--- src/rtl/regfile_pkg.sv ---
`default_nettype none
// +----------------------------------------------------------------------------+
// | Module   : regfile_pkg                                                      |
// | Purpose  : Shared widths, register count and grant encoding for the        |
// |            register-file write arbiter and its round-robin sub-arbiter.    |
// | Contents : ADDR_W, DATA_W, NUM_REGS, grant_t, other_grant()                |
// | Revision : 1.0 - initial release                                           |
// +----------------------------------------------------------------------------+
package regfile_pkg;

  localparam int ADDR_W   = 4;   // register address width
  localparam int DATA_W   = 32;  // register data width
  localparam int NUM_REGS = 16;  // registers in the file

  // Identifies which writeback source owns a grant.
  typedef enum logic {
    GNT_A = 1'b0,  // ALU result
    GNT_B = 1'b1   // load / memory result
  } grant_t;

  // The source that did not receive grant g.
  function automatic grant_t other_grant(input grant_t g);
    return (g == GNT_A) ? GNT_B : GNT_A;
  endfunction

endpackage : regfile_pkg
`default_nettype wire

--- src/rtl/regfile_wr_arbiter_rr_arb2.sv ---
`default_nettype none
// +----------------------------------------------------------------------------+
// | Module   : rr_arb2                                                         |
// | Purpose  : Two-way round-robin arbiter. Picks a winner combinationally     |
// |            from the request vector; remembers the last winner so that a    |
// |            standing conflict alternates between the two requesters.        |
// | Ports    : clk, reset     - clock, synchronous active-high reset           |
// |            req[1:0]       - bit 0 = source A request, bit 1 = source B     |
// |            advance        - the current grant was consumed this cycle      |
// |            grant          - winning source (meaningful when grant_valid)   |
// |            grant_valid    - at least one request is present                |
// | Revision : 1.0 - initial release                                           |
// +----------------------------------------------------------------------------+
module rr_arb2
  import regfile_pkg::*;
(
  input  logic       clk,
  input  logic       reset,
  input  logic [1:0] req,
  input  logic       advance,
  output grant_t     grant,
  output logic       grant_valid
);

  grant_t last_grant_q;
  grant_t last_grant_d;

  always_comb begin
    grant       = GNT_A;
    grant_valid = |req;
    case (req)
      2'b01:   grant = GNT_A;
      2'b10:   grant = GNT_B;
      // Conflict: whoever did not win last time goes now.
      2'b11:   grant = other_grant(last_grant_q);
      default: grant = GNT_A;
    endcase
  end

  // History only moves when a grant is actually consumed, so a source that
  // is held off by back-pressure keeps its priority.
  always_comb begin
    last_grant_d = last_grant_q;
    if (advance) begin
      last_grant_d = grant;
    end
  end

  // Reset to B so that A wins the first conflict after reset.
  always_ff @(posedge clk) begin
    if (reset) begin
      last_grant_q <= GNT_B;
    end else begin
      last_grant_q <= last_grant_d;
    end
  end

endmodule : rr_arb2
`default_nettype wire

--- src/rtl/regfile_wr_arbiter.sv ---
`default_nettype none
// +----------------------------------------------------------------------------+
// | Module   : regfile_wr_arbiter                                              |
// | Purpose  : Shares the single write port of the 16x32 register file         |
// |            between the ALU writeback (A) and the load writeback (B).       |
// |            One registered write stage; round-robin grant; forwarding of    |
// |            the staged value while it is not yet visible on file reads.     |
// | Ports    : clk, reset                 - clock, sync active-high reset      |
// |            a_valid/a_ready/a_addr/a_data - source A handshake + payload    |
// |            b_valid/b_ready/b_addr/b_data - source B handshake + payload    |
// |            wr_block                   - hold the stage, no file write      |
// |            rf_wr_en/rf_write_addr/rf_write_data - reg_file write port      |
// |            rd_addr1/rd_addr2          - copies of the file read addresses  |
// |            fwd_hit1/2, fwd_data1/2    - staged value overrides file reads  |
// | Revision : 1.0 - initial release                                           |
// +----------------------------------------------------------------------------+
module regfile_wr_arbiter
  import regfile_pkg::*;
(
  input  logic              clk,
  input  logic              reset,

  input  logic              a_valid,
  output logic              a_ready,
  input  logic [ADDR_W-1:0] a_addr,
  input  logic [DATA_W-1:0] a_data,

  input  logic              b_valid,
  output logic              b_ready,
  input  logic [ADDR_W-1:0] b_addr,
  input  logic [DATA_W-1:0] b_data,

  input  logic              wr_block,

  output logic              rf_wr_en,
  output logic [ADDR_W-1:0] rf_write_addr,
  output logic [DATA_W-1:0] rf_write_data,

  input  logic [ADDR_W-1:0] rd_addr1,
  input  logic [ADDR_W-1:0] rd_addr2,
  output logic              fwd_hit1,
  output logic              fwd_hit2,
  output logic [DATA_W-1:0] fwd_data1,
  output logic [DATA_W-1:0] fwd_data2
);

  // ---------------------------------------------------------------------------
  // Write stage state
  // ---------------------------------------------------------------------------
  logic              stg_valid_q;
  logic              stg_valid_d;
  logic [ADDR_W-1:0] stg_addr_q;
  logic [ADDR_W-1:0] stg_addr_d;
  logic [DATA_W-1:0] stg_data_q;
  logic [DATA_W-1:0] stg_data_d;

  // ---------------------------------------------------------------------------
  // Handshake / arbitration
  // ---------------------------------------------------------------------------
  grant_t w_grant;
  logic   w_grant_valid;
  logic   w_space;
  logic   w_a_take;
  logic   w_b_take;
  logic   w_xfer;

  rr_arb2 u_rr_arb2 (
    .clk         (clk),
    .reset       (reset),
    .req         ({b_valid, a_valid}),
    .advance     (w_xfer),
    .grant       (w_grant),
    .grant_valid (w_grant_valid)
  );

  // The stage can take a new write if it is empty, or if its current
  // contents are leaving for the file this very cycle.
  assign w_space = !stg_valid_q || !wr_block;

  // A grant only exists when its source is requesting, so ready can never
  // rise without the matching valid. Reset suppresses both readies.
  assign w_a_take = !reset && w_space && w_grant_valid && (w_grant == GNT_A);
  assign w_b_take = !reset && w_space && w_grant_valid && (w_grant == GNT_B);
  assign w_xfer   = w_a_take || w_b_take;

  assign a_ready = w_a_take;
  assign b_ready = w_b_take;

  // ---------------------------------------------------------------------------
  // Stage next-state
  // ---------------------------------------------------------------------------
  always_comb begin
    stg_valid_d = stg_valid_q;
    stg_addr_d  = stg_addr_q;
    stg_data_d  = stg_data_q;
    if (w_xfer) begin
      // Covers both fill-from-empty and drain-plus-refill in one cycle.
      stg_valid_d = 1'b1;
      stg_addr_d  = w_a_take ? a_addr : b_addr;
      stg_data_d  = w_a_take ? a_data : b_data;
    end else if (!wr_block) begin
      // Contents (if any) go to the file this cycle; nothing replaces them.
      stg_valid_d = 1'b0;
    end
  end

  // Reset drops any staged write: it never reaches the file.
  always_ff @(posedge clk) begin
    if (reset) begin
      stg_valid_q <= 1'b0;
      stg_addr_q  <= '0;
      stg_data_q  <= '0;
    end else begin
      stg_valid_q <= stg_valid_d;
      stg_addr_q  <= stg_addr_d;
      stg_data_q  <= stg_data_d;
    end
  end

  // ---------------------------------------------------------------------------
  // Register-file write port
  // ---------------------------------------------------------------------------
  assign rf_wr_en      = !reset && stg_valid_q && !wr_block;
  assign rf_write_addr = stg_addr_q;
  assign rf_write_data = stg_data_q;

  // ---------------------------------------------------------------------------
  // Forwarding: the staged write is newer than anything the file returns.
  // Deliberately independent of wr_block - a blocked stage is still newer.
  // ---------------------------------------------------------------------------
  assign fwd_hit1  = !reset && stg_valid_q && (stg_addr_q == rd_addr1);
  assign fwd_hit2  = !reset && stg_valid_q && (stg_addr_q == rd_addr2);
  assign fwd_data1 = stg_data_q;
  assign fwd_data2 = stg_data_q;

endmodule : regfile_wr_arbiter
`default_nettype wire

--- config.mk ---
export PLATFORM = sky130hd
export DESIGN_NAME = regfile_wr_arbiter
export DESIGN_NICKNAME = d
export VERILOG_FILES = /design/src/rtl/regfile_pkg.sv /design/src/rtl/regfile_wr_arbiter_rr_arb2.sv /design/src/rtl/regfile_wr_arbiter.sv
export SDC_FILE = /design/constraint.sdc
export NUM_CORES = 1
export LEC_CHECK = 0
export ABC_AREA = 1
export CAP_MARGIN = 20
export CELL_PAD_IN_SITES_DETAIL_PLACEMENT = 1
export CELL_PAD_IN_SITES_GLOBAL_PLACEMENT = 1
export CORE_ASPECT_RATIO = 0.7
export CORE_UTILIZATION = 23
export CTS_CLUSTER_DIAMETER = 80
export DETAILED_ROUTE_END_ITERATION = 10
export PLACE_DENSITY_LB_ADDON = 0.1
export SLEW_MARGIN = 40
export SYNTH_ARGS = -nofsm -noshare
export SYNTH_HDL_FRONTEND = slang
export SYNTH_SLANG_ARGS = --single-unit
--- constraint.sdc ---
create_clock -name clk -period 1.75 [get_ports clk]
set_clock_uncertainty 0.15 [all_clocks]
set_input_delay 0.175 -clock clk [delete_from_list [all_inputs] [get_ports clk]]
set_output_delay 0.175 -clock clk [all_outputs]
set_load 0.005 [all_outputs]
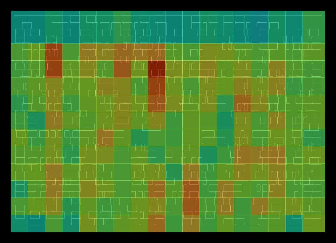
Figure 1: run 1, routing congestion.
final core utilization: 40.0%
gr busiest metal: met2

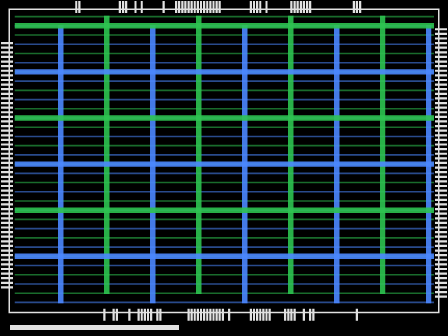
Figure 2: run 1, supply network.
The bar under the picture is 50 µm long. Pins as bars on the die edge.
VSS: drawn in blue. VDD: drawn in green.
32 met1 rails follow the rows. The core has 31 rows. 190 signal pins sit on the boundary. 6 straps on met5.
Die W: 126 µm
IR drop worst, VDD: 0.329 mV
core box area: 10400 µm²
Die Height: 89.0 µm

==> flow_metrics.env, run 1 <==
# yosys + openroad results
export IMPL_grt_pass1_vias=2614
export IMPL_synth_most_common_cell="nand2_1"
export IMPL_clk_pin_slew_ps=60
export IMPL_syn_area_per_cell_um2=6.87
export IMPL_area_leaders="dfxtp_1 31%, buf_4 20%, nand2_1 18%"
export IMPL_syn_cell_area_um2=2490
export IMPL_ys_sh_xor_pct=0.705
export IMPL_grtUsageTotal_pct=15.2
export IMPL_critPathMaxFanout=3
export IMPL_cp_required_ps=1420
export IMPL_tool_warnings=26
export IMPL_seq_power_share_pct=35.2
export IMPL_synth_net_count=447
export IMPL_clkSinkCount=38
export IMPL_p_int_mw=2.17
export IMPL_post_route_drc_count=0
export IMPL_rsz0062_at_grt="false"
export IMPL_relSlewSlack_pct=71.9
export IMPL_p_per_area_nw_per_um2=712
export IMPL_cts_htree_levels=2
export IMPL_power_switching_mw=0.800
export IMPL_top_logic_kind="simple AND/OR/NAND/NOR gates"
export IMPL_first_iter_violations=72
export IMPL_path_class="reg2out"
export IMPL_clkPwrFrac_pct=30.9
export IMPL_outcome="complete, no violations"
export IMPL_synth_compound_area_share_pct=6.44
export IMPL_antennaDiodeCount=0
export IMPL_yosysWarnings=0
export IMPL_synth_async_reset_ratio_pct=0
export IMPL_edf_count=0
export IMPL_timing_final_crit_period_ps=1660
export IMPL_die_area_um2=11200
export IMPL_flop_cell="dfxtp_1"
export IMPL_grt_pass1_wl_um=13300
export IMPL_globalplace_congestion=0.753
export IMPL_synth_cell_types=22
export IMPL_end_kind="output port"
export IMPL_slew_viol_final=0
export IMPL_yosysTopAreaCell="dfxtp_1"
export IMPL_overflow=0
export IMPL_fmax_mhz=603
export IMPL_grt_max_degree=39
export IMPL_clk_latency_ps=280
export IMPL_finalCritPeriodShare_pct=94.8
export IMPL_synth_cells=362
export IMPL_power_frac_comb_pct=33.9
export IMPL_p_leak_nw=1.81
export IMPL_initial_core_util_pct=23.8
export IMPL_yosys_stat_area_um2=2490
export IMPL_hold_worst_slack_ps=270
export IMPL_cp_arrival_ps=1330
export IMPL_fill_cells=1291
export IMPL_top_area_share_pct=30.6
export IMPL_cts_root_buffer="clkbuf_16"
export IMPL_num_rows=31
export IMPL_vias=2681
export IMPL_power_mw=2.97
export IMPL_tightest_slew_ps=421
export IMPL_design_portCount=190
export IMPL_simple_gate_share_pct=33.3
export IMPL_synth_flops=38
export IMPL_cts_tree="done"
export IMPL_final_antenna_net_count=0
export IMPL_p_sw_share_pct=26.9
export IMPL_io_buffers=189
export IMPL_layout_nets=577
export IMPL_hold_path_class="in2reg"
export IMPL_hold_viol_final=0
export IMPL_layout_drive_gt1_share_pct=7.91
export IMPL_via_per_inst=4.29
export IMPL_synthAdderAreaFrac_pct=0
export IMPL_cts_made_buffers=5
export IMPL_setup_viol=0
export IMPL_clk_path_buf_depth=2
export IMPL_ys_cells=362
export IMPL_drv_cap=0
export IMPL_mux_share_pct=0
export IMPL_common_cells="120 x nand2_1, 65 x buf_4, 38 x dfxtp_1, 37 x nand3_1, 18 x inv_1"
export IMPL_hold_buffers=0
export IMPL_area_growth_pct=67.8
export IMPL_wl_um=8630
export IMPL_dr_pass1_iters=4
export IMPL_antenna_found_initial=1
export IMPL_wire_per_inst_um=13.8
export IMPL_synth_seq_share_pct=30.6
export IMPL_dp_hpwl_um=6530
export IMPL_startpoint_type="flop"
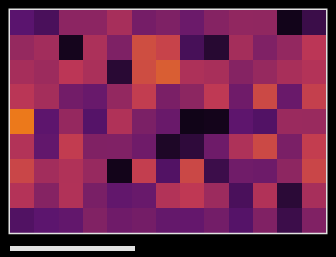
Figure 3: run 1, placement density heat map.
The bar under the picture is 50 µm long. 13 x 9 tiles, from black (low) to pale yellow (high), 0 to 100% covered.
The mean over all tiles is 36%. The fullest tile reaches 69%.

run 1: cell families after synthesis:
family,count (synthesis)
simple gates,189
buf+inv,103
flops,38
compound gates,30
xor+xnor,2
run 1: area by class of cell:
cell class | instances | area [µm²] | area share, %
Clock buffer | 7 | 143 | 3.42
Clock inverter | 1 | 5.00 | 0.120
Inverter | 20 | 75.1 | 1.80
Multi-Input combinational cell | 221 | 1010 | 24.2
Sequential cell | 38 | 762 | 18.3
Tap cell | 132 | 165 | 3.96
Timing Repair Buffer | 206 | 2010 | 48.2
run 1: metal layers:
metal  share of wire [%]  vias up  GRT usage, %
li1                    -     1328             -
met5                0.15        -             0
met3                 7.9        6          4.61
met4                0.43        2          2.96
met1                  47     1221          18.9
met2                  45      124          26.3
run 1: per-stage QoR:
| stage | setup WS (ps) | std cells | instance area (µm²) | TNS (ps) |
|---|---|---|---|---|
| global route | 0.441 | 625 | 4170 | 0 |
| global placement | -213 | 615 | 4010 | -5610 |
| detailed placement | -262 | 615 | 4010 | -6940 |
| finish | 90.5 | 625 | 4170 | 0 |
| floorplan | 523 | 362 | 2490 | 0 |
| CTS | 63.1 | 625 | 4170 | 0 |
run 1: cells in the final DEF, fill, tap and decap left out, types with 2 or more instances in the layout:
| cell | count |
|---|---|
| inv_1 | 15 |
| nand2_4 | 2 |
| xnor2_1 | 2 |
| o21ai_1 | 8 |
| clkbuf_16 | 5 |
| dlygate4sd2_1 | 6 |
| buf_4 | 17 |
| inv_2 | 5 |
| a21oi_1 | 8 |
| nor2_1 | 16 |
| o211ai_1 | 4 |
| nand2_2 | 2 |
| nand3_1 | 37 |
| nand3b_1 | 7 |
| or2_2 | 2 |
| nand2_1 | 118 |
| o21ai_0 | 10 |
| dfxtp_1 | 37 |
| nor2_4 | 2 |
| clkdlybuf4s50_1 | 182 |
| nand4_1 | 2 |
run 1: flip-flops by register name (all words and copies together), names as in the netlist:
signal / cells
fwd_data1: 32
stg_valid_q: 1
rf_write_addr: 4
u_rr_arb2.last_grant_q: 1
run 1: what timing repair did:
item | CTS | global route
resized | 13 | 1
cloned | 0 | 0
endpoints found under the setup margin | 5 | 1
pin swaps | 2 | 0
setup buffers | 2 | 0
run 1: critical path, stage by stage (launching register included):
cell	delay, ps
dfxtp_1	340
nand2_1	100
nor2_1	100
clkdlybuf4s50_1	520
run 1: path summary, 6_finish.rpt:
kind	start	endpoint	slack, ps	cells past startpoint
max reg2reg	stg_valid_q	fwd_data1[1]	280	8
min reg2reg	fwd_data1[23]	fwd_data1[23]	360	2
min	a_valid	stg_valid_q	270	3
max	stg_valid_q	rf_wr_en	90	3
run 1: power groups by stage:
stage | Combinational (mW) | Sequential, mW | Clock (mW)
final | 1.01 | 1.04 | 0.918
after global routing | 1.10 | 1.06 | 0.993
after CTS | 1.03 | 1.05 | 0.951
after detailed placement | 1.02 | 1.07 | 0
after global placement | 1.01 | 1.06 | 0
after floorplan | 0.503 | 1.05 | 0
Figure 4. Cell classes on the final placement (run 1).
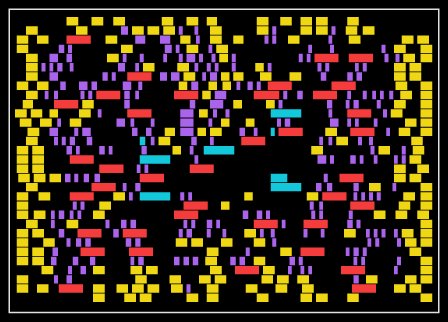

--- run 2 (diff from run 1) ---
--- a/config.mk
+++ b/config.mk
@@ -10,7 +10,7 @@
 export CELL_PAD_IN_SITES_DETAIL_PLACEMENT = 1
 export CELL_PAD_IN_SITES_GLOBAL_PLACEMENT = 1
 export CORE_ASPECT_RATIO = 0.7
-export CORE_UTILIZATION = 23
+export CORE_UTILIZATION = 22
 export CTS_CLUSTER_DIAMETER = 80
 export DETAILED_ROUTE_END_ITERATION = 10
 export PLACE_DENSITY_LB_ADDON = 0.1
==> constraint.sdc (replaced) <==
create_clock -name clk -period 1.8 [get_ports clk]
set_clock_uncertainty 0.15 [all_clocks]
set_input_delay 0.18 -clock clk [delete_from_list [all_inputs] [get_ports clk]]
set_output_delay 0.18 -clock clk [all_outputs]
set_load 0.005 [all_outputs]
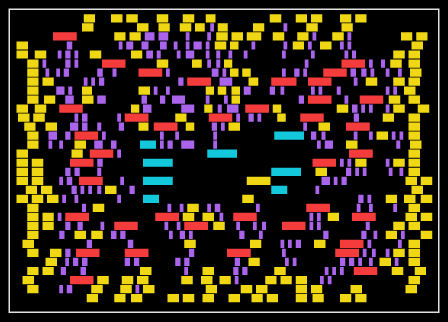
Figure 5: run 2, cell classes on the final placement.
remaining logic cells: drawn in purple, cells 241. sequential cells: drawn in red, cells 38. remaining buffers and delay cells: drawn in yellow, cells 203. clock drivers and dummy loads: drawn in cyan, cells 8.

==> run 2 against run 1 <==
Effect of this change:
- sequential power about the same
- synthesized cell count unchanged
- via count down 0.90%
- first-iteration DRC count shrank 15%
- critical path depth rose by 2
- critical endpoint is now fwd_hit2
==> flow_metrics.env, run 2 <==
# yosys + openroad results
export IMPL_timing_setup_tns_ps=0
export IMPL_final_antenna_net_count=0
export IMPL_fp_dieH_um=90.9
export IMPL_flop_cell="dfxtp_1"
export IMPL_p_int_mw=2.18
export IMPL_r2r_start="u_rr_arb2.last_grant_q"
export IMPL_antenna_found_initial=1
export IMPL_rr_worst_depth=6
export IMPL_initial_core_util_pct=22.6
export IMPL_hold_path_class="in2reg"
export IMPL_timing_final_crit_period_ps=1710
export IMPL_drv_cap=0
export IMPL_startpoint="rf_write_addr[0]"
export IMPL_wl_um=8620
export IMPL_layout_drive_gt1_share_pct=7.35
export IMPL_relSlewSlack_pct=69.6
export IMPL_r2r_end="fwd_data1[16]"
export IMPL_area_leaders="dfxtp_1 31%, buf_4 20%, nand2_1 18%"
export IMPL_layout_top_cells="181 x clkdlybuf4s50_1, 118 x nand2_1, 37 x nand3_1, 37 x dfxtp_1"
export IMPL_tool_warnings=26
export IMPL_top_area_share_pct=30.6
export IMPL_yosys_stat_area_um2=2490
export IMPL_rsz0062_at_grt="false"
export IMPL_reg2reg_slack_ps=320
export IMPL_path_buffers=2
export IMPL_syn_area_per_cell_um2=6.87
export IMPL_cp_depth=5
export IMPL_power_mw=2.96
export IMPL_synth_most_common_cell="nand2_1"
export IMPL_min_path_cells=3
export IMPL_core_area_um2=11000
export IMPL_cts_tree="done"
export IMPL_clk_latency_ps=270
export IMPL_clkSinkCount=38
export IMPL_dr_pass1_iters=4
export IMPL_vias=2657
export IMPL_first_iter_violations=61
export IMPL_wire_per_inst_um=13.4
export IMPL_antennaDiodeCount=0
export IMPL_grtUsageTotal_pct=14.9
export IMPL_max_stage_delay_ps=350
export IMPL_fmax_mhz=584
export IMPL_ys_cells=362
export IMPL_die_area_um2=11700
export IMPL_cts_htree_levels=2
export IMPL_tightest_slew_ps=456
export IMPL_finalCritPeriodShare_pct=95.1
export IMPL_setup_viol=0
export IMPL_cp_required_ps=1470
export IMPL_p_leak_nw=1.82
export IMPL_grt_pass1_wl_um=13700
export IMPL_final_common_cell="clkdlybuf4s50_1"
export IMPL_seq_power_share_pct=34.3
export IMPL_layout_nets=574
export IMPL_dp_hpwl_um=6400
export IMPL_synth_cell_types=22
export IMPL_outcome="complete, no violations"
export IMPL_via_per_inst=4.13
export IMPL_cts_root_buffer="clkbuf_16"
export IMPL_design_portCount=190
export IMPL_critical_path_cell_chain="inv_1 -> or2_2 -> nand4_1 -> nor2_1 -> dlygate4sd2_1"
export IMPL_synth_seq_share_pct=30.6
export IMPL_synth_net_count=447
export IMPL_ir_drop_mv=0.303
export IMPL_hold_buffers=0
export IMPL_globalplace_congestion=0.719
export IMPL_common_cells="120 x nand2_1, 65 x buf_4, 38 x dfxtp_1, 37 x nand3_1, 18 x inv_1"
export IMPL_clk_pin_slew_ps=60
export IMPL_critPathMaxFanout=4
export IMPL_synth_async_reset_ratio_pct=0
export IMPL_hold_viol_final=0
export IMPL_path_class="reg2out"
export IMPL_p_per_area_nw_per_um2=703
export IMPL_cp_arrival_ps=1380
export IMPL_num_rows=32
export IMPL_fill_cells=1335
export IMPL_yosysTopAreaCell="dfxtp_1"
export IMPL_startpoint_type="flop"
export IMPL_seq_area_um2=762
## run 2: logic make-up (layout without fill, tap and decap cells)
group	after synthesis	after routing	share of synthesized area (%)
AOI/OAI and AO/OA	30	30	6.44
and+or+nand+nor	189	189	33.3
buffers and inverters	103	231	28.9
xor gates and xnor gates	2	2	0.705
DFF	38	38	30.6
## run 2: layout make-up
class / count / area share, %
clock buffers: 8 / 3.95
multi-input cells: 221 / 24.0
inverters: 20 / 1.78
flip-flops and latches: 38 / 18.1
repair buffers: 203 / 47.6
well taps: 153 / 4.55
## run 2: worst min-delay path, stage by stage
cell	delay, ps
dlygate4sd2_1	230
buf_4	200
a21oi_1	50
## run 2: layer usage
layer	track usage (%)	vias up	part of all wire (%)	wire length [µm]
li1	-	1328	-	-
met2	24.5	113	44	3760
met1	19.5	1210	48	4100
met3	4.48	4	8.3	711
met5	0	-	0.12	10
met4	2.06	2	0.39	34
## run 2: worst min path at each step
stage / slack [ps] / start / end
final: 280 / reset / fwd_data1[31]
after global routing: 290 / reset / fwd_data1[31]
after CTS: 270 / reset / stg_valid_q
after detailed placement: 340 / rf_write_addr[0] / rf_write_addr[0]
after global placement: 340 / fwd_data1[10] / fwd_data1[10]
after floorplan: 180 / b_data[0] / fwd_data1[0]
## run 2: power by group through the flow
stage | combinational (mW) | clock (mW) | sequential (mW)
floorplan | 0.489 | 0 | 1.02
global placement | 0.985 | 0 | 1.03
detailed placement | 0.993 | 0 | 1.03
CTS | 0.995 | 1.01 | 1.02
global route | 1.07 | 1.04 | 1.03
finish | 0.977 | 0.969 | 1.01
## run 2: what timing repair did
item	CTS	global route
pin swaps	2	0
endpoints found under the setup margin	4	1
gates cloned	0	0
buffers inserted	1	0
gates resized	11	2
## run 2: per-stage QoR
stage          hold WS [ps]  std cells  setup slack (ps)  cell area [µm²]
5_1_grt                 289        643              4.58             4210
3_3_place_gp            335        634              -175             4040
4_1_cts                 271        643              5.21             4200
6_report                281        643              88.7             4210
3_5_place_dp            342        634              -198             4040
2_1_floorplan           182        362               568             2490
Power and IR drop assume default switching activity.
